[src/rtl/mac_pkg.sv]
// Shared constants, state encoding and sizing helpers for the MAC operand feeder.
// Optional tlast checking in the top is enabled by MAC_FEEDER_TLAST_CHECK_EN.
package mac_pkg;

  localparam int DW    = 64;
  localparam int J_DEF = 14;
  localparam int I_DEF = 7;
  localparam int A_DEF = 2;

  function automatic int ceil_div(input int n, input int d);
    return (n + d - 1) / d;
  endfunction

  localparam int G_DEF = ceil_div(I_DEF, A_DEF);

  typedef enum logic {
    LOAD_V = 1'b0,
    STREAM = 1'b1
  } state_e;

endpackage

[src/rtl/mac_vec_buf.sv]
// J x DW register file holding the current vector; one sync write port, one comb read port.
// Contents survive reset so a held vector is never disturbed by the FSM restarting.
module mac_vec_buf #(
  parameter int J  = 14,
  parameter int DW = 64,
  parameter int KW = $clog2(J) + 1
) (
  input  logic          clk,
  input  logic          we_i,
  input  logic [KW-1:0] widx_i,
  input  logic [DW-1:0] wdat_i,
  input  logic [KW-1:0] ridx_i,
  output logic [DW-1:0] rdat_o
);

  logic [DW-1:0] mem_q [J];

  always_ff @(posedge clk) begin
    if (we_i) mem_q[widx_i] <= wdat_i;
  end

  assign rdat_o = mem_q[ridx_i];

endmodule

[src/rtl/mac_operand_feeder.sv]
// Buffers one vector, then pairs it with G row groups of streamed M slices; 1-cycle accept->output,
// no downstream backpressure. Optional tlast checking port set: MAC_FEEDER_TLAST_CHECK_EN.
module mac_operand_feeder
  import mac_pkg::*;
#(
  parameter int J = J_DEF,
  parameter int I = I_DEF,
  parameter int A = A_DEF
) (
  input  logic            clk,
  input  logic            rst_n,
  input  logic [DW-1:0]   s_v_tdata,
  input  logic            s_v_tvalid,
  output logic            s_v_tready,
  input  logic [A*DW-1:0] s_m_tdata,
  input  logic            s_m_tvalid,
  output logic            s_m_tready,
`ifdef MAC_FEEDER_TLAST_CHECK_EN
  input  logic            s_v_tlast,
  input  logic            s_m_tlast,
  output logic            err,
`endif
  output logic [DW-1:0]   vinput,
  output logic            vinput_tvalid,
  output logic            vinput_tlast,
  output logic [A*DW-1:0] M_row,
  output logic            M_row_tvalid,
  output logic            M_row_tlast,
  output logic            frame_done
);

  localparam int G  = ceil_div(I, A);
  localparam int KW = $clog2(J) + 1;
  localparam int GW = $clog2(G) + 1;
  localparam logic [KW-1:0] K_LAST = KW'(J - 1);
  localparam logic [GW-1:0] G_LAST = GW'(G - 1);

  state_e          state_q, state_d;
  logic [KW-1:0]   v_idx_q, v_idx_d;
  logic [KW-1:0]   k_q, k_d;
  logic [GW-1:0]   g_q, g_d;
  logic            v_rdy_q, m_rdy_q;
  logic [DW-1:0]   vin_q, vin_d;
  logic [A*DW-1:0] mrow_q, mrow_d;
  logic            vld_q, vld_d, last_q, last_d, done_q, done_d;
  logic [A*DW-1:0] lane_mask;
  logic [DW-1:0]   rd_dat;
  logic            v_acc, m_acc;

  // Ready flags are registered so both read 0 while in reset and the first cycle after.
  assign v_acc = s_v_tvalid & v_rdy_q;
  assign m_acc = s_m_tvalid & m_rdy_q;

  mac_vec_buf #(.J(J), .DW(DW), .KW(KW)) u_vbuf (
    .clk    (clk),
    .we_i   (v_acc),
    .widx_i (v_idx_q),
    .wdat_i (s_v_tdata),
    .ridx_i (k_q),
    .rdat_o (rd_dat)
  );

  always_comb begin
    lane_mask = '0;
    for (int a = 0; a < A; a++) begin
      if (int'(g_q) * A + a < I) lane_mask[a*DW +: DW] = '1;
    end
  end

  always_comb begin
    state_d = state_q;
    v_idx_d = v_idx_q;
    k_d     = k_q;
    g_d     = g_q;
    vin_d   = vin_q;
    mrow_d  = mrow_q;
    vld_d   = 1'b0;
    last_d  = 1'b0;
    done_d  = 1'b0;
    case (state_q)
      LOAD_V: begin
        if (v_acc) begin
          if (v_idx_q == K_LAST) begin
            v_idx_d = '0;
            state_d = STREAM;
          end else begin
            v_idx_d = v_idx_q + 1'b1;
          end
        end
      end
      STREAM: begin
        if (m_acc) begin
          vin_d  = rd_dat;
          mrow_d = s_m_tdata & lane_mask;
          vld_d  = 1'b1;
          last_d = (k_q == K_LAST);
          if (k_q == K_LAST) begin
            k_d = '0;
            if (g_q == G_LAST) begin
              g_d     = '0;
              state_d = LOAD_V;
              done_d  = 1'b1;
            end else begin
              g_d = g_q + 1'b1;
            end
          end else begin
            k_d = k_q + 1'b1;
          end
        end
      end
      default: state_d = LOAD_V;
    endcase
  end

  always_ff @(posedge clk or negedge rst_n) begin
    if (!rst_n) begin
      state_q <= LOAD_V;
      v_idx_q <= '0;
      k_q     <= '0;
      g_q     <= '0;
      v_rdy_q <= 1'b0;
      m_rdy_q <= 1'b0;
      vin_q   <= '0;
      mrow_q  <= '0;
      vld_q   <= 1'b0;
      last_q  <= 1'b0;
      done_q  <= 1'b0;
    end else begin
      state_q <= state_d;
      v_idx_q <= v_idx_d;
      k_q     <= k_d;
      g_q     <= g_d;
      v_rdy_q <= (state_d == LOAD_V);
      m_rdy_q <= (state_d == STREAM);
      vin_q   <= vin_d;
      mrow_q  <= mrow_d;
      vld_q   <= vld_d;
      last_q  <= last_d;
      done_q  <= done_d;
    end
  end

`ifdef MAC_FEEDER_TLAST_CHECK_EN
  logic err_q, err_d;

  always_comb begin
    err_d = err_q;
    if (v_acc && (s_v_tlast != (v_idx_q == K_LAST))) err_d = 1'b1;
    if (m_acc && (s_m_tlast != ((g_q == G_LAST) && (k_q == K_LAST)))) err_d = 1'b1;
  end

  always_ff @(posedge clk or negedge rst_n) begin
    if (!rst_n) err_q <= 1'b0;
    else        err_q <= err_d;
  end

  assign err = err_q;
`endif

  assign s_v_tready    = v_rdy_q;
  assign s_m_tready    = m_rdy_q;
  assign vinput        = vin_q;
  assign vinput_tvalid = vld_q;
  assign vinput_tlast  = last_q;
  assign M_row         = mrow_q;
  assign M_row_tvalid  = vld_q;
  assign M_row_tlast   = last_q;
  assign frame_done    = done_q;

endmodule

[config.mk]
export PLATFORM = sky130hd
export DESIGN_NAME = mac_operand_feeder
export DESIGN_NICKNAME = d
export VERILOG_FILES = /design/src/rtl/mac_pkg.sv /design/src/rtl/mac_vec_buf.sv /design/src/rtl/mac_operand_feeder.sv
export SDC_FILE = /design/constraint.sdc
export NUM_CORES = 1
export LEC_CHECK = 0
export ABC_AREA = 0
export CAP_MARGIN = 10
export CORE_ASPECT_RATIO = 0.8
export CORE_UTILIZATION = 52
export DETAILED_ROUTE_END_ITERATION = 8
export PLACE_DENSITY = 0.82
export SLEW_MARGIN = 15
export SYNTH_ARGS = -nofsm -noshare
export SYNTH_HDL_FRONTEND = slang
export SYNTH_SLANG_ARGS = --single-unit
[constraint.sdc]
create_clock -name clk -period 5.95 [get_ports clk]
set_input_delay 1.785 -clock clk [delete_from_list [all_inputs] [get_ports clk]]
set_output_delay 1.785 -clock clk [all_outputs]
set_load 0.1 [all_outputs]
run_1/congestion.png
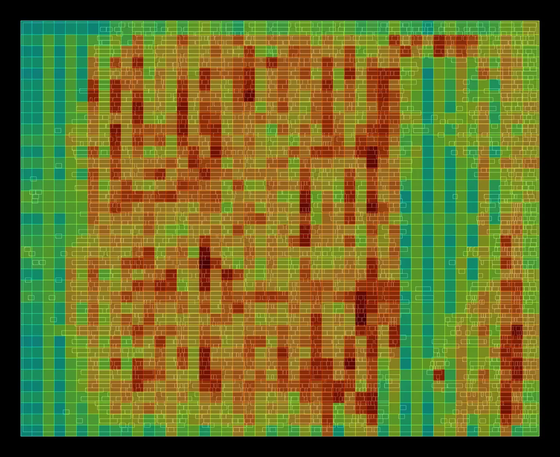
met3 GRT Util: 5.31%
met1 Usage GRT: 32.1%
routed length per placed instance: 26.8 µm
GRT Total Usage: 25.5%
routing usage on met2: 43.1%

run_1/placement_by_type.png
The bar under the picture is 100 µm long.
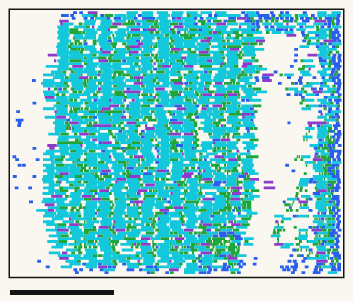
Cyan stands for sequential cells, cells 1,106, share of their area 65%. Blue stands for remaining buffers and delay cells, cells 446, share of their area 9.2%. Purple stands for clock drivers and dummy loads, cells 193, share of their area 6.7%. Green stands for combinational and other logic, cells 1,104, share of their area 19%.
Core ar.: 80,400 µm²
num rows: 93
fin area: 50,900 µm²
Seq/total area: 63.2%
Util after Layout: 63.3%

run_1/sizes.png
The bar under the picture is 100 µm long.
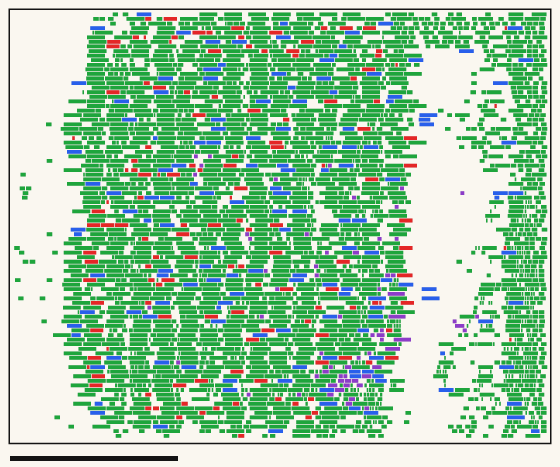
Green stands for _0 and _1 cells, cells 2,499, most used edfxtp_1. Red stands for _2 cells, cells 137, most used mux4_2. Blue stands for _6 and larger, cells 149, most used clkbuf_16. Purple stands for _3 and _4 cells, cells 64, most used buf_4.
Non-CTS buffers: 446
fin worst setup slack: 1.62 ns

==> notes.md, run 1 <==
run metrics: outcome=finished clean, Avg Cell Area, Syn=17.9 µm², FMAX=231 MHz, Hold Crit Class=reg2reg, Setup Skew=0.0771 ns, die height=257 µm, Post-Syn Area=42,200 µm², Critical Path Source=s_m_tready$_DFF_PN0_, max-cap viol count=0, FILL cells=5,294, CP Data Required Time=4.16 ns, synthesized flop and latch total=1,106, leading area contributor after synthesis=edfxtp_1, Hold WS=0.462 ns, DRT Wirelength=106,000 µm, Pre-antenna DRT Iters=5, WHS Path Cells=2, top cell type's share of synthesized area=63.7%, Post-DRT Antenna Nets=0, max reg flops=896, Reg power frac=37.4%, routed vias/inst=6.07, delay-heaviest family, CP=buffers and inverters, top sig layer=met5, crit path to=s_m_tready, Post-DP Area=47,500 µm², FFs & Latches=1,106, clock buffer count=155, tool warnings=35, aggregate global routing overflow=0, routed wl met3=9370 µm, Cell Type Count=46, final-report hold violation count=0, Final Cycle Share=72.8%, XOR Share, Synth=0.0207%, Largest Register=u_vbuf.mem_q, Setup crit end kind=primary output, die width=321 µm, fp util=52.5%, Post-Synthesis Cells=2,360, largest class=sequential cells, met2 wire length=53,300 µm, Placer Congestion=0.844, post-cts resize count=0, power per cell area=554 nW/µm²
-- run 1: power groups by stage --
stage                     sequential (W)  clock (W)  combinational (W)
after floorplan                   0.0151          0            0.00364
after global placement            0.0106          0             0.0110
after detailed placement          0.0107          0             0.0112
after CTS                         0.0105    0.00648             0.0112
after global routing              0.0106    0.00675             0.0116
final                             0.0105    0.00641             0.0112
-- run 1: placed cells by master, fill, tap and decap left out, types with 40 or more instances in the layout --
cell type	instances
edfxtp_1	896
clkdlybuf4s50_1	393
mux2i_1	292
dfrtp_1	206
nand2_1	176
clkbuf_16	103
a22oi_1	100
a22o_1	64
nand3b_1	64
mux4_2	64
mux2_2	55
o21ai_0	45
clkbuf_1	40
## Run 2: what changed since run 1
==> constraint.sdc (replaced) <==
create_clock -name clk -period 3.59 [get_ports clk]
set_input_delay 1.077 -clock clk [delete_from_list [all_inputs] [get_ports clk]]
set_output_delay 1.077 -clock clk [all_outputs]
set_load 0.1 [all_outputs]
==> run 2 against run 1 <==
Compared with the run above: wire length grew 0.43%; critical path depth is the same; clock skew grew 0.0053 ns; area after synthesis is the same; utilization grew 0.082 points; sequential share of layout area shrank 0.080 points; flip-flop count is the same; worst hold slack lost 0.049 ns; first-iteration DRC count grew 10%; synthesized cell count is the same; largest cell class unchanged.
==> notes.md, run 2 <==
run metrics: num rows=93 (unchanged), Pre-antenna DRT Iters=8 (+3), post-cts resize count=0 (unchanged), routed wl met3=10,100 µm (+7.9%), FILL cells=5,219 (-1.4%), fp util=52.5% (unchanged), Final Cycle Share=81.5%, Util after Layout=63.4% (+0.082 points), aggregate global routing overflow=0 (unchanged), Reg power frac=37.0% (-0.4 points), comb pwr=0.0185 W (+65%), max-cap viol count=0 (unchanged), met2 wire length=53,600 µm (+0.54%), delay-heaviest family, CP=flip-flops, CP Data Required Time=2.51 ns (-1.65 ns), Hold WS=0.413 ns (-0.0491 ns), FMAX=342 MHz, routed length per placed instance=26.8 µm (+0.13%), Post-Synthesis Cells=2,360 (unchanged), Seq/total area=63.2% (-0.080 points), XOR Share, Synth=0.0207% (unchanged), largest class=sequential cells, Largest Register=u_vbuf.mem_q, die width=321 µm (unchanged), Pwr top=combinational cells, Avg Cell Area, Syn=17.9 µm² (unchanged), outcome=finished clean, met1 Usage GRT=32.4% (+0.37 points), crit path to=s_m_tready, routed vias/inst=6.12 (+0.80%), synthesized flop and latch total=1,106 (unchanged), Placer Congestion=0.843 (-0.13%), Setup crit end kind=primary output, tool warnings=34 (-2.9%), most frequent logic cell in the layout=edfxtp_1, FFs & Latches=1,106 (unchanged)
-- run 2: cell counts after synthesis --
No cell type changed its count.
-- run 2: worst min-delay path by stage --
stage                                   endpoint  slack (ns)  cells past startpoint
final                     M_row_tvalid$_DFF_PN0_        0.41                      1
after global routing      M_row_tvalid$_DFF_PN0_        0.45                      1
after CTS                 M_row_tvalid$_DFF_PN0_        0.41                      1
after detailed placement   M_row[11]$_DFFE_PN0P_        0.46                      2
after global placement     M_row[11]$_DFFE_PN0P_        0.45                      2
after floorplan               g_q[1]$_DFFE_PN0P_        0.44                      2
-- run 2: through the flow --
stage                     area (µm²)  total power [W]
after floorplan                42300           0.0311
after global placement         47400           0.0357
after detailed placement       47400           0.0361
after CTS                      50900           0.0474
after global routing           50900           0.0487
final                          50900           0.0473
run_2/flops_by_reg.png
The bar under the picture is 100 µm long.
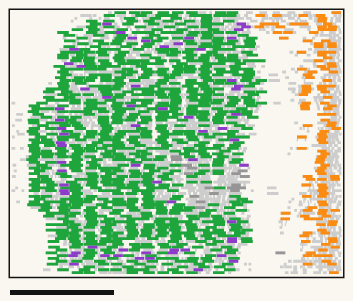
Purple stands for `vinput`, placed flops 64. Green stands for `u_vbuf.mem_q`, placed flops 896. Orange stands for `M_row`, placed flops 128, where a vertical strip on the right.
Another 18 sequential cells are not colored.

run_2/sizes.png
The bar under the picture is 100 µm long.
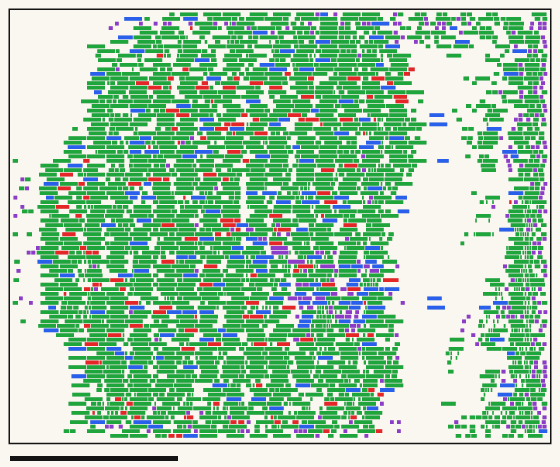
Blue stands for _6 and larger, cells 174, most used clkbuf_16. Green stands for _0 and _1 cells, cells 2,289, most used edfxtp_1. Red stands for _2 cells, cells 144, most used mux4_2. Purple stands for _3 and _4 cells, cells 264, most used buf_4.
Non-CTS buffers: 470
Layout area overhead: 20.6%
fin worst setup slack: 0.665 ns
fin area: 50,900 µm²

Power figures rest on the tool's default switching activity, not on a simulated workload.
